`config.mk`:
```
export PLATFORM = sky130hd
export DESIGN_NAME = id_ex_skid_stage
export DESIGN_NICKNAME = d
export VERILOG_FILES = /design/src/rtl/id_ex_pkg.sv /design/src/rtl/pipe_skid_buffer.sv /design/src/rtl/id_ex_skid_stage.sv
export SDC_FILE = /design/constraint.sdc
export NUM_CORES = 1
export LEC_CHECK = 0
export CAP_MARGIN = 30
export CORE_MARGIN = 2
export CORE_UTILIZATION = 55
export DETAILED_ROUTE_END_ITERATION = 10
export GPL_TIMING_DRIVEN = 1
export PLACE_DENSITY_LB_ADDON = 0.12
export SLEW_MARGIN = 20
export SYNTH_ARGS = -nofsm -noshare
export SYNTH_HDL_FRONTEND = slang
export SYNTH_SLANG_ARGS = --single-unit
```
`constraint.sdc`:
```
create_clock -name clk -period 22.4 [get_ports clk]
set_input_delay 5.6 -clock clk [delete_from_list [all_inputs] [get_ports clk]]
set_output_delay 5.6 -clock clk [all_outputs]
set_load 0.005 [all_outputs]
```
`src/rtl/id_ex_pkg.sv`:
```
// id_ex_pkg: control bundle, skid-buffer state and shared constants for the ID/EX stage
package id_ex_pkg;
    typedef struct packed {
        logic       branch_b;
        logic       branch_i;
        logic       branch_geq;
        logic       branch_leq;
        logic       mem_to_reg;
        logic       mem_read;
        logic       mem_write;
        logic [2:0] alu_op;
        logic       alu_src;
        logic       reg_write;
    } ctrl_t;
    typedef enum logic [1:0] {EMPTY = 2'd0, ONE = 2'd1, FULL = 2'd2} skid_state_t;
    localparam ctrl_t CTRL_NOP = '0;
    localparam int CTRL_W = $bits(ctrl_t);
endpackage

```
`src/rtl/pipe_skid_buffer.sv`:
```
// pipe_skid_buffer: 2-entry valid/ready skid buffer with flush; the main entry drives the output
module pipe_skid_buffer
    import id_ex_pkg::*;
#(
    parameter int WIDTH = 8
) (
    input  logic             clk,
    input  logic             rst,
    input  logic             flush,
    input  logic             in_valid,
    output logic             in_ready,
    input  logic [WIDTH-1:0] in_data,
    output logic             out_valid,
    input  logic             out_ready,
    output logic [WIDTH-1:0] out_data
);
    skid_state_t state;
    logic [WIDTH-1:0] skid;
    logic in_fire, out_fire;
    assign out_valid = (state == ONE) | (state == FULL);
    assign in_fire   = in_valid & in_ready;
    assign out_fire  = out_valid & out_ready;
    // in_ready is registered alongside the state so it never depends on out_ready combinationally
    always_ff @(negedge clk or posedge rst) begin
        if (rst) begin
            state    <= EMPTY;
            in_ready <= 1'b0;
            out_data <= '0;
            skid     <= '0;
        end else if (flush) begin
            state    <= EMPTY;
            in_ready <= 1'b1;
        end else begin
            in_ready <= 1'b1;
            case (state)
                EMPTY: if (in_fire) begin
                    state    <= ONE;
                    out_data <= in_data;
                end
                ONE: if (in_fire && out_fire) begin
                    out_data <= in_data;
                end else if (in_fire) begin
                    state    <= FULL;
                    skid     <= in_data;
                    in_ready <= 1'b0;
                end else if (out_fire) begin
                    state    <= EMPTY;
                end
                FULL: if (out_fire) begin
                    state    <= ONE;
                    out_data <= skid;
                end else begin
                    in_ready <= 1'b0;
                end
                default: state <= EMPTY;
            endcase
        end
    end
endmodule

```
`src/rtl/id_ex_skid_stage.sv`:
```
// id_ex_skid_stage: ID/EX pipeline register with valid/ready skid buffering, flush and stall counter
module id_ex_skid_stage
    import id_ex_pkg::*;
#(
    parameter int DATA_W  = 32,
    parameter int NUM_OPS = 3,
    parameter int REG_AW  = 4,
    parameter int CNT_W   = 16
) (
    input  logic                      clk,
    input  logic                      rst,
    input  logic                      in_valid,
    output logic                      in_ready,
    input  ctrl_t                     in_ctrl,
    input  logic [DATA_W-1:0]         in_pc,
    input  logic [NUM_OPS*DATA_W-1:0] in_ops,
    input  logic [REG_AW-1:0]         in_rd,
    input  logic [DATA_W-1:0]         in_imm,
    input  logic                      flush,
    output logic                      out_valid,
    input  logic                      out_ready,
    output ctrl_t                     out_ctrl,
    output logic [DATA_W-1:0]         out_pc,
    output logic [NUM_OPS*DATA_W-1:0] out_ops,
    output logic [REG_AW-1:0]         out_rd,
    output logic [DATA_W-1:0]         out_imm,
    output logic [CNT_W-1:0]          stall_cnt
);
    localparam int W = CTRL_W + 2*DATA_W + NUM_OPS*DATA_W + REG_AW;
    logic [W-1:0] out_data;
    ctrl_t main_ctrl;
    pipe_skid_buffer #(.WIDTH(W)) u_buf (
        .clk       (clk),
        .rst       (rst),
        .flush     (flush),
        .in_valid  (in_valid),
        .in_ready  (in_ready),
        .in_data   ({in_ctrl, in_pc, in_ops, in_rd, in_imm}),
        .out_valid (out_valid),
        .out_ready (out_ready),
        .out_data  (out_data)
    );
    assign {main_ctrl, out_pc, out_ops, out_rd, out_imm} = out_data;
    // stale payload after a flush is harmless because the control bundle is forced to a NOP
    assign out_ctrl = out_valid ? main_ctrl : CTRL_NOP;
    always_ff @(negedge clk or posedge rst) begin
        if (rst)
            stall_cnt <= '0;
        else if (out_valid && !out_ready && stall_cnt != {CNT_W{1'b1}})
            stall_cnt <= stall_cnt + 1'b1;
    end
endmodule

```
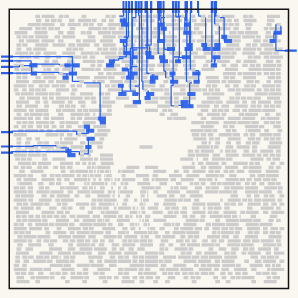
(images/port_nets.png)
Drawn at 1.5 px/um.
Blue shows `in_imm`, bits 32, direction input, edge 24 top, 7 left, 1 right, end cells 64, buffers 32, wire 1,430 um.
port bufs: 374
I/O pin total: 375

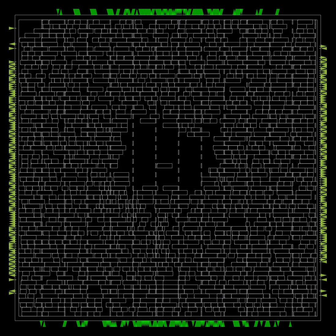
(images/final_placement.png)
Filler cells: 2,343
Seq cells: 371

==> deck_impl_summary.md <==
Key Metrics from the Run

Global routing
  • Vias in the first global route: ~11k

Floorplanning
  • Core area: between 0.03 and 0.04 mm2
  • Chip area: roughly 0.034 mm2
  • Die W: 185 um

Timing
  • Clock Skew: between 0.007 and 0.008 ns
  • TNS Setup: 0 ns
  • # setup viols final: 0
  • RSZ-0062 raised after global routing: no
  • Worst Tran Pin Value: 0.987 ns

Setup path
  • Worst r2r path cells: 8
  • Reg2Reg Launch Point: u_buf.state[1]
  • Critical path startpoint: u_buf.state[1]
  • Crit-path cells: inv_1 > ha_1 > and2_1 > clkdlybuf4s50_1
  • Setup CP Type: reg -> out
  • Stages on worst setup path: 4
  • CP arrival: roughly 14 ns
  • R2R Setup Slk: ~19 ns

Clock network
  • Setup repair bufs after CTS: 0
  • # H-tree levels: 2
  • Latency at later pin: between 0.5 and 0.6 ns
  • Clk pin slew, worst setup/hold paths: roughly 0.04 ns
  • CTS sink cnt: between 300 and 400

Synth
  • Yosys cell count: around 1.2k
  • Flops & latches, synth: between 300 and 400
  • Top logic family: multiplexers
  • Asr flop ratio synth: 1.00
  • Xor and xnor area share after synthesis: 0.00534

Placement
  • Routability cong.: between 0.7 and 0.8
  • Post-Place Cells: about 1.8k

Final layout
  • Most common logic cells in the final layout: mux2_2 (391), clkdlybuf4s50_1 (374), dfrtn_1 (371)
  • Top cell excl fill/tap: mux2_2
  • Fraction of layout cells with a size suffix above 1: 0.420

Min path
  • HP Class: reg -> reg
  • Endpoint, Worst Hold: u_buf.out_data[168]

Routing
  • Detailed-route DRC error count: 0

Flow run
  • Max-cap violations: 0

Outcome
  • Status: complete, no violations
-- registers in the layout, indices dropped and copies added (netlist names) --
name / flops
u_buf.out_data: 176
u_buf.in_ready: 1
u_buf.state: 2
u_buf.skid: 176
stall_cnt: 16
-- cells by family (layout without fill, tap and decap cells) --
kind of cell	Yosys count	in the layout
xor gates and xnor gates	11	11
and+or+nand+nor	50	50
buffers and inverters	230	456
DFF	371	371
AOI/OAI and AO/OA	21	21
muxes	531	531
other	0	1
adders and majority gates	5	5
-- layout make-up --
class / instances / area, um2 / share of cell area
Antenna cell: 1 / 2.50 / 0.000113
Clock buffer: 58 / 1190 / 0.0537
Clock inverter: 5 / 50.0 / 0.00226
Inverter: 5 / 22.5 / 0.00102
Multi-Input combinational cell: 618 / 7120 / 0.321
Sequential cell: 371 / 9280 / 0.419
Tap cell: 442 / 553 / 0.0249
Timing Repair Buffer: 388 / 3960 / 0.179
-- per-stage QoR --
step / power, W / area, um2
after CTS: 0.00292 / 22100
after floorplan: 0.00198 / 18100
after detailed placement: 0.00228 / 20900
final: 0.00290 / 22200
after global routing: 0.00306 / 22200
after global placement: 0.00224 / 20900
-- where the power goes --
part | switching [W] | internal [W] | total (W) | leakage, nW
combinational | 0.000334 | 0.000735 | 0.00107 | 4.58
sequential | 0.000171 | 0.00103 | 0.00120 | 4.45
clock | 0.000253 | 0.000376 | 0.000630 | 0.615
total | 0.000759 | 0.00214 | 0.00290 | 9.64
-- routing by layer --
| layer | wire [um] | share of wire | vias to the layer above | track usage |
|---|---|---|---|---|
| li1 | - | - | 4529 | - |
| met1 | 15200 | 0.41 | 5071 | 0.271 |
| met2 | 17000 | 0.46 | 281 | 0.336 |
| met3 | 3540 | 0.097 | 63 | 0.0867 |
| met4 | 881 | 0.024 | 2 | 0.0622 |
| met5 | 13 | 0.00036 | - | 0 |
Power figures rest on the tool's default switching activity, not on a simulated workload.
